[src/rtl/serial_compare_ctrl_if.sv]
// Start/abort request and busy/done/result bus for the serial slice comparator.
interface serial_compare_ctrl_if #(
  parameter int unsigned WIDTH = 8
) ();
  logic             start;
  logic             abort;
  logic [WIDTH-1:0] a_in;
  logic [WIDTH-1:0] b_in;
  logic             busy;
  logic             done;
  logic             gt;
  logic             lt;
  logic             eq;

  modport master (
    output start, abort, a_in, b_in,
    input  busy, done, gt, lt, eq
  );

  modport slave (
    input  start, abort, a_in, b_in,
    output busy, done, gt, lt, eq
  );
endinterface

[src/rtl/serial_compare_ctrl.sv]
// Unsigned magnitude compare of two WIDTH-bit operands, one 2-bit slice per clock,
// most significant slice first, stopping at the first differing slice.
module serial_compare_ctrl #(
  parameter int unsigned WIDTH = 8,
  parameter int unsigned IDXW  = 2
) (
  input logic                 clk,
  input logic                 rst_n,
  serial_compare_ctrl_if.slave bus
);

  localparam int unsigned N = WIDTH / 2;

  typedef enum logic [1:0] {
    IDLE = 2'd0,
    RUN  = 2'd1,
    DONE = 2'd2
  } state_t;

  state_t           state, state_nxt;
  logic [WIDTH-1:0] a_q, a_nxt;
  logic [WIDTH-1:0] b_q, b_nxt;
  logic [IDXW-1:0]  idx, idx_nxt;
  logic             gt_q, gt_nxt;
  logic             lt_q, lt_nxt;
  logic             eq_q, eq_nxt;
  logic             busy_q, busy_nxt;
  logic             done_q, done_nxt;
  logic [1:0]       sa, sb;
  logic             g, l;

  // Current slice and the two 2-bit greater-than slices
  always_comb begin
    sa = a_q[{idx, 1'b0} +: 2];
    sb = b_q[{idx, 1'b0} +: 2];
    g  = (sa > sb);
    l  = (sb > sa);
  end

  always_ff @(posedge clk or negedge rst_n) begin
    if (!rst_n) begin
      state  <= IDLE;
      a_q    <= '0;
      b_q    <= '0;
      idx    <= '0;
      gt_q   <= 1'b0;
      lt_q   <= 1'b0;
      eq_q   <= 1'b0;
      busy_q <= 1'b0;
      done_q <= 1'b0;
    end else begin
      state  <= state_nxt;
      a_q    <= a_nxt;
      b_q    <= b_nxt;
      idx    <= idx_nxt;
      gt_q   <= gt_nxt;
      lt_q   <= lt_nxt;
      eq_q   <= eq_nxt;
      busy_q <= busy_nxt;
      done_q <= done_nxt;
    end
  end

  // Next-state logic; busy/done are registered decodes of the next state
  always_comb begin
    state_nxt = state;
    a_nxt     = a_q;
    b_nxt     = b_q;
    idx_nxt   = idx;
    gt_nxt    = gt_q;
    lt_nxt    = lt_q;
    eq_nxt    = eq_q;

    case (state)
      IDLE, DONE: begin
        if (bus.start) begin
          a_nxt     = bus.a_in;
          b_nxt     = bus.b_in;
          idx_nxt   = IDXW'(N - 1);
          gt_nxt    = 1'b0;
          lt_nxt    = 1'b0;
          eq_nxt    = 1'b0;
          state_nxt = RUN;
        end else begin
          state_nxt = IDLE;
        end
      end
      RUN: begin
        if (bus.abort) begin
          state_nxt = IDLE;
        end else if (g) begin
          gt_nxt    = 1'b1;
          state_nxt = DONE;
        end else if (l) begin
          lt_nxt    = 1'b1;
          state_nxt = DONE;
        end else if (idx == '0) begin
          eq_nxt    = 1'b1;
          state_nxt = DONE;
        end else begin
          idx_nxt   = idx - IDXW'(1);
        end
      end
      default: state_nxt = IDLE;
    endcase

    busy_nxt = (state_nxt == RUN);
    done_nxt = (state_nxt == DONE);
  end

  assign bus.busy = busy_q;
  assign bus.done = done_q;
  assign bus.gt   = gt_q;
  assign bus.lt   = lt_q;
  assign bus.eq   = eq_q;

endmodule
[src/flat_wrapper.sv]
// flat-port wrapper written by rule: the top's interface ports become plain ports
module serial_compare_ctrl_flat 
#(
  parameter int unsigned WIDTH = 8,
  parameter int unsigned IDXW  = 2
)
  (clk, rst_n, bus_start, bus_abort, bus_a_in, bus_b_in, bus_busy, bus_done, bus_gt, bus_lt, bus_eq);
  serial_compare_ctrl_if #(.WIDTH(WIDTH)) bus_i ();
  input logic clk;
  input logic rst_n;
  input wire logic [$bits(bus_i.start)-1:0] bus_start;
  input wire logic [$bits(bus_i.abort)-1:0] bus_abort;
  input wire logic [$bits(bus_i.a_in)-1:0] bus_a_in;
  input wire logic [$bits(bus_i.b_in)-1:0] bus_b_in;
  output wire logic [$bits(bus_i.busy)-1:0] bus_busy;
  output wire logic [$bits(bus_i.done)-1:0] bus_done;
  output wire logic [$bits(bus_i.gt)-1:0] bus_gt;
  output wire logic [$bits(bus_i.lt)-1:0] bus_lt;
  output wire logic [$bits(bus_i.eq)-1:0] bus_eq;
  assign bus_i.start = bus_start;
  assign bus_i.abort = bus_abort;
  assign bus_i.a_in = bus_a_in;
  assign bus_i.b_in = bus_b_in;
  assign bus_busy = bus_i.busy;
  assign bus_done = bus_i.done;
  assign bus_gt = bus_i.gt;
  assign bus_lt = bus_i.lt;
  assign bus_eq = bus_i.eq;
  serial_compare_ctrl #(.WIDTH(WIDTH), .IDXW(IDXW)) u_core (.clk(clk), .rst_n(rst_n), .bus(bus_i));
endmodule
[config.mk]
export PLATFORM = sky130hd
export DESIGN_NAME = serial_compare_ctrl_flat
export DESIGN_NICKNAME = d
export VERILOG_FILES = /design/src/rtl/serial_compare_ctrl_if.sv /design/src/rtl/serial_compare_ctrl.sv /design/src/flat_wrapper.sv
export SDC_FILE = /design/constraint.sdc
export NUM_CORES = 1
export LEC_CHECK = 0
export CAP_MARGIN = 20
export CORE_ASPECT_RATIO = 0.6
export CORE_MARGIN = 10
export CORE_UTILIZATION = 40
export DETAILED_ROUTE_END_ITERATION = 16
export PLACE_DENSITY = 0.66
export SLEW_MARGIN = 20
export SYNTH_ARGS = -nofsm -noshare
export SYNTH_HDL_FRONTEND = slang
export SYNTH_SLANG_ARGS = --single-unit
[constraint.sdc]
create_clock -name clk -period 2.7 [get_ports clk]
set_input_delay 0.27 -clock clk [delete_from_list [all_inputs] [get_ports clk]]
set_output_delay 0.27 -clock clk [all_outputs]
set_load 0.05 [all_outputs]
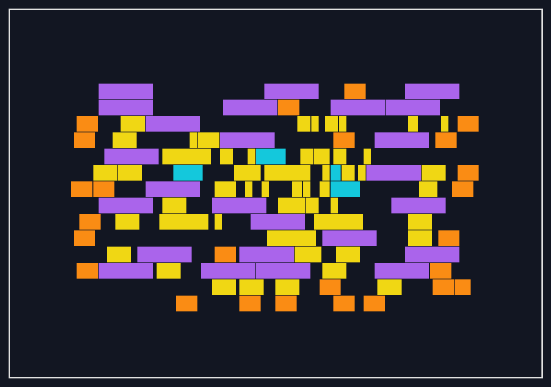
Fig. 1. Cells colored by class (run 1).
(6 px per um)
- orange: remaining buffers and delay cells (cells 25)
- purple: registers (cells 25)
- cyan: clock drivers and dummy loads (cells 4)
- yellow: remaining logic cells (cells 52)

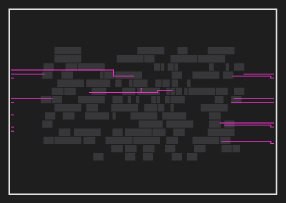
Fig. 2. The metal 3 layer (run 1).
(3 px per um) Cells faint in the background.
- share of all routed wire: 9.8%
- wire length on this layer: 204 um
routed vias: 669
DRT Wirelength: 2090 um
met3 Use GR: 0.0474

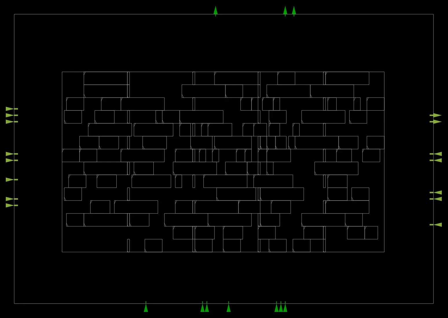
Fig. 3. Cell placement (run 1).
core box area: 0.00259 mm2
Layout Cells excl Fill: 138

run 1: registers in the layout (all words and copies together) (netlist names):
name / flops
u_core.b_q: 8
u_core.a_q: 8
u_core.bus.eq: 1
u_core.state: 2
u_core.bus.done: 1
u_core.bus.gt: 1
u_core.bus.busy: 1
u_core.idx: 2
u_core.bus.lt: 1
run 1: final timing paths:
check	end	slack [ps]	depth (start not counted)
max in group asynchronous	u_core.bus.eq	2100	2
setup / recovery	u_core.bus.lt	580	5
min in group clk	u_core.b_q[2]	510	1
hold reg to reg	u_core.b_q[2]	510	1
hold / removal	u_core.a_q[7]	350	2
setup reg to reg	u_core.bus.lt	580	5
run 1: power by group:
part	internal [mW]	total, mW	switching, mW
sequential	0.494	0.565	0.0714
clock	0.103	0.219	0.116
combinational	0.283	0.556	0.273
total	0.880	1.34	0.461
run 1: critical path, delay by kind of cell (launching register included):
family	cells	cell delay (ps)
compound gates	1	150
fa+ha+maj	1	340
flops	1	540
mux	1	550
simple gates	2	470
run 1: synth_stat cells (all sizes together):
cell type  instances  area share
dfrtp             25        0.55
mux2              16        0.16
inv                8       0.027
mux4               4       0.080
nor2               4       0.013
buf                3       0.013
ha                 3       0.033
mux2i              2       0.018
nor2b              2       0.011
o22ai              2       0.011
or2                2       0.011
a21oi              1      0.0044
and2b              1      0.0078
clkbuf             1      0.0033
nand2              1      0.0033
nand3              1      0.0044
nor3               1      0.0044
nor4               1       0.019
o21bai             1      0.0067
or3                1      0.0055
or3b               1       0.010
run 1: final cells by class:
| class | instances | area share |
|---|---|---|
| well taps | 32 | 0.0277 |
| multi-input cells | 44 | 0.315 |
| clock inverters | 1 | 0.00347 |
| flip-flops and latches | 25 | 0.433 |
| repair buffers | 25 | 0.172 |
| clock buffers | 3 | 0.0286 |
| inverters | 8 | 0.0208 |
==> impl_metrics.env, run 1 <==
# implementation run metrics
export IMPL_drive_gt1_frac=0.283
export IMPL_syn2layout_area_growth_pct=27.9
export IMPL_ys_seq_share=0.554
export IMPL_max_slew_margin=0.662
export IMPL_postCtsSetupBuffers=0
export IMPL_period_needed_ps=2120
export IMPL_tightestPinTransition_ps=505
export IMPL_gp_congestion=0.777
export IMPL_io_buffers=24
export IMPL_crit_path_start_kind="register"
export IMPL_met3_length_um=204
export IMPL_setup_violations=0
export IMPL_vdd_drop_max_v=0.000376
export IMPL_status="completed"
export IMPL_mux_area_frac=0.257
export IMPL_num_io_pins=25
export IMPL_warnings=26
export IMPL_fin_util=0.557
export IMPL_fin_skew_ps=4.72
export IMPL_finalPower_mw=1.34
export IMPL_logic_area_um2=454
export IMPL_path_max_fanout=7
export IMPL_cp_arrival_ps=2310
export IMPL_layout_top_cells="dfrtp_1 (25), clkdlybuf4s50_1 (24), mux2_2 (16)"
export IMPL_post_dp_hpwl_um=1590
export IMPL_met2_usage=0.130
export IMPL_met1_usage=0.106
export IMPL_first_iter_violations=37
export IMPL_ant_nets=0
export IMPL_hp_class="in2async"
export IMPL_setup_slack_ps=579
export IMPL_rsz0062_at_grt="false"
export IMPL_path_clk_slew_ps=90
export IMPL_synth_cellmix_compoundShare=0.0222
export IMPL_power_density_mw_per_mm2=929
export IMPL_routed_wl_met2_um=880
export IMPL_firstDrtPassIters=4
export IMPL_yosys_warnings=0
export IMPL_wl_met1_um=1000
export IMPL_grt_util_all_layers=0.0843
export IMPL_r2r_start="u_core.idx[0]"
export IMPL_grt_pass1_wl_um=3560
export IMPL_ys_ff=25
export IMPL_timing_fmax_mhz=471
export IMPL_cts_tree="yes"
==> run 1 -> run 2 <==
--- a/config.mk
+++ b/config.mk
@@ -10,7 +10,7 @@
 export CORE_MARGIN = 10
 export CORE_UTILIZATION = 40
 export DETAILED_ROUTE_END_ITERATION = 16
-export PLACE_DENSITY = 0.66
+export PLACE_DENSITY = 0.68
 export SLEW_MARGIN = 20
 export SYNTH_ARGS = -nofsm -noshare
 export SYNTH_HDL_FRONTEND = slang
==> constraint.sdc (replaced) <==
create_clock -name clk -period 1.8 [get_ports clk]
set_input_delay 0.18 -clock clk [delete_from_list [all_inputs] [get_ports clk]]
set_output_delay 0.18 -clock clk [all_outputs]
set_load 0.05 [all_outputs]
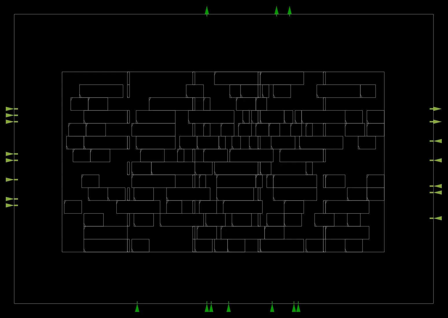
Fig. 4. Cell placement (run 2).
Layout Cells excl Fill: 141
register share of the cell area: 0.415
flop count: 25

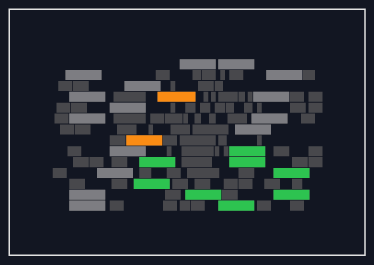
Fig. 5. Sequential cells colored by netlist name (run 2).
(4 px per um) Other sequential cells in the stronger gray, the rest of the logic in the fainter gray.
- orange: u_core.idx (sequential cells 2)
- green: u_core.a_q (sequential cells 8)
- not colored: 15

==> run 2 against run 1 <==
The flow now finishes with violations (negative setup slack); largest power group is now combinational cells; clock power grew 46%; synthesized cell count unchanged; hold slack worse by 75 ps; critical endpoint is now u_core.idx[0]; critical path depth is 1 higher; non-clock buffer count up 3; global-route usage increased by 0.64 points; highest routed layer is now met4.
==> impl_metrics.env, run 2 <==
# implementation run metrics
export IMPL_p_clk_mw=0.320
export IMPL_topCellsByArea="dfrtp_1 (55%), mux2_2 (16%), mux4_2 (8.0%)"
export IMPL_period_needed_ps=2030
export IMPL_status="complete, but fails checks"
export IMPL_ys_ff=25
export IMPL_reg_top3="u_core.a_q x8, u_core.b_q x8"
export IMPL_warnings=29
export IMPL_setup_slack_ps=-226
export IMPL_finalPower_mw=2.27
export IMPL_mux_area_frac=0.257
export IMPL_fin_skew_ps=2.94
export IMPL_layout_top_cells="clkdlybuf4s50_1 (24), dfrtp_1 (24), mux2_2 (16)"
export IMPL_cpLargestDelayFamily="multiplexers"
export IMPL_yosys_warnings=0
export IMPL_top_area_frac=0.554
export IMPL_crit_path_start_kind="register"
export IMPL_pwr_share_clk=0.141
export IMPL_p_comb_frac=0.481
export IMPL_ys_seq_share=0.554
export IMPL_firstDrtPassIters=2
export IMPL_rsz0062_at_grt="true"
export IMPL_post_dp_hpwl_um=1720
export IMPL_syn2layout_area_growth_pct=33.7
export IMPL_path_depth=6
export IMPL_cp_arrival_ps=2210
export IMPL_yosys_area_top_type="dfrtp_1"
export IMPL_tightestPinTransition_ps=503
export IMPL_timing_fmax_mhz=494
export IMPL_synth_cellmix_compoundShare=0.0222
export IMPL_p_comb_mw=1.09
export IMPL_num_vias=731
export IMPL_vdd_drop_max_v=0.000607
export IMPL_p_sw_mw=0.782
export IMPL_async_flop_share=1.00
export IMPL_setup_violations=9
export IMPL_ant_nets=0
export IMPL_violations="negative setup slack"
[run 2: kinds of logic after synthesis]
kind of cell             after synthesis
AND/OR/NAND/NOR                       15
multiplexers                          22
buffers and inverters                 12
AND-OR/OR-AND                          4
adder cells (fa/ha/maj)                3
flip-flops                            25
[run 2: per-stage QoR]
step | hold WS, ps | util
after floorplan | -116 | -
after global routing | 295 | 0.582
after detailed placement | 496 | 0.547
after global placement | 498 | 0.547
final | 277 | 0.582
after CTS | 293 | 0.582
[run 2: routing by layer]
layer	wire [um]	up-vias	GRT usage
met4	8	0	0.00686
li1	-	336	-
met5	0	-	0
met3	199	2	0.0487
met2	1120	18	0.158
met1	987	375	0.102
[run 2: path summary, 6_finish.rpt]
kind,start,end,slack (ps)
setup / recovery,u_core.idx[0],u_core.idx[0],-230
hold / removal,rst_n,u_core.a_q[6],280
setup reg to reg,u_core.idx[0],u_core.idx[0],-230
hold reg to reg,u_core.b_q[5],u_core.b_q[5],510
max in group asynchronous,rst_n,u_core.idx[0],1260
min in group clk,u_core.b_q[5],u_core.b_q[5],510
[run 2: worst reg2reg max path: stages (launching register included)]
cell and delay, ps:
dfrtp_2 450, mux4_2 570, ha_4 190, nor2b_4 130, nor4_4 240, buf_4 180
mux2i_1 180
[run 2: cell type report]
cell class / count / area (um2) / share of cell area
multi-input combinational: 44 / 497 / 0.329
sequential: 25 / 627 / 0.415
tap: 32 / 40.0 / 0.0265
clock buffer: 4 / 45.0 / 0.0299
inverter: 8 / 30.0 / 0.0199
timing repair buffer: 28 / 270 / 0.179
[run 2: repair_timing]
item / in CTS / in global routing
setup buffers: 2 / 1
pin swaps: 8 / 2
setup endpoints to repair: 9 / 9
resized: 8 / 1
Power is estimated from default activity; no workload was simulated.
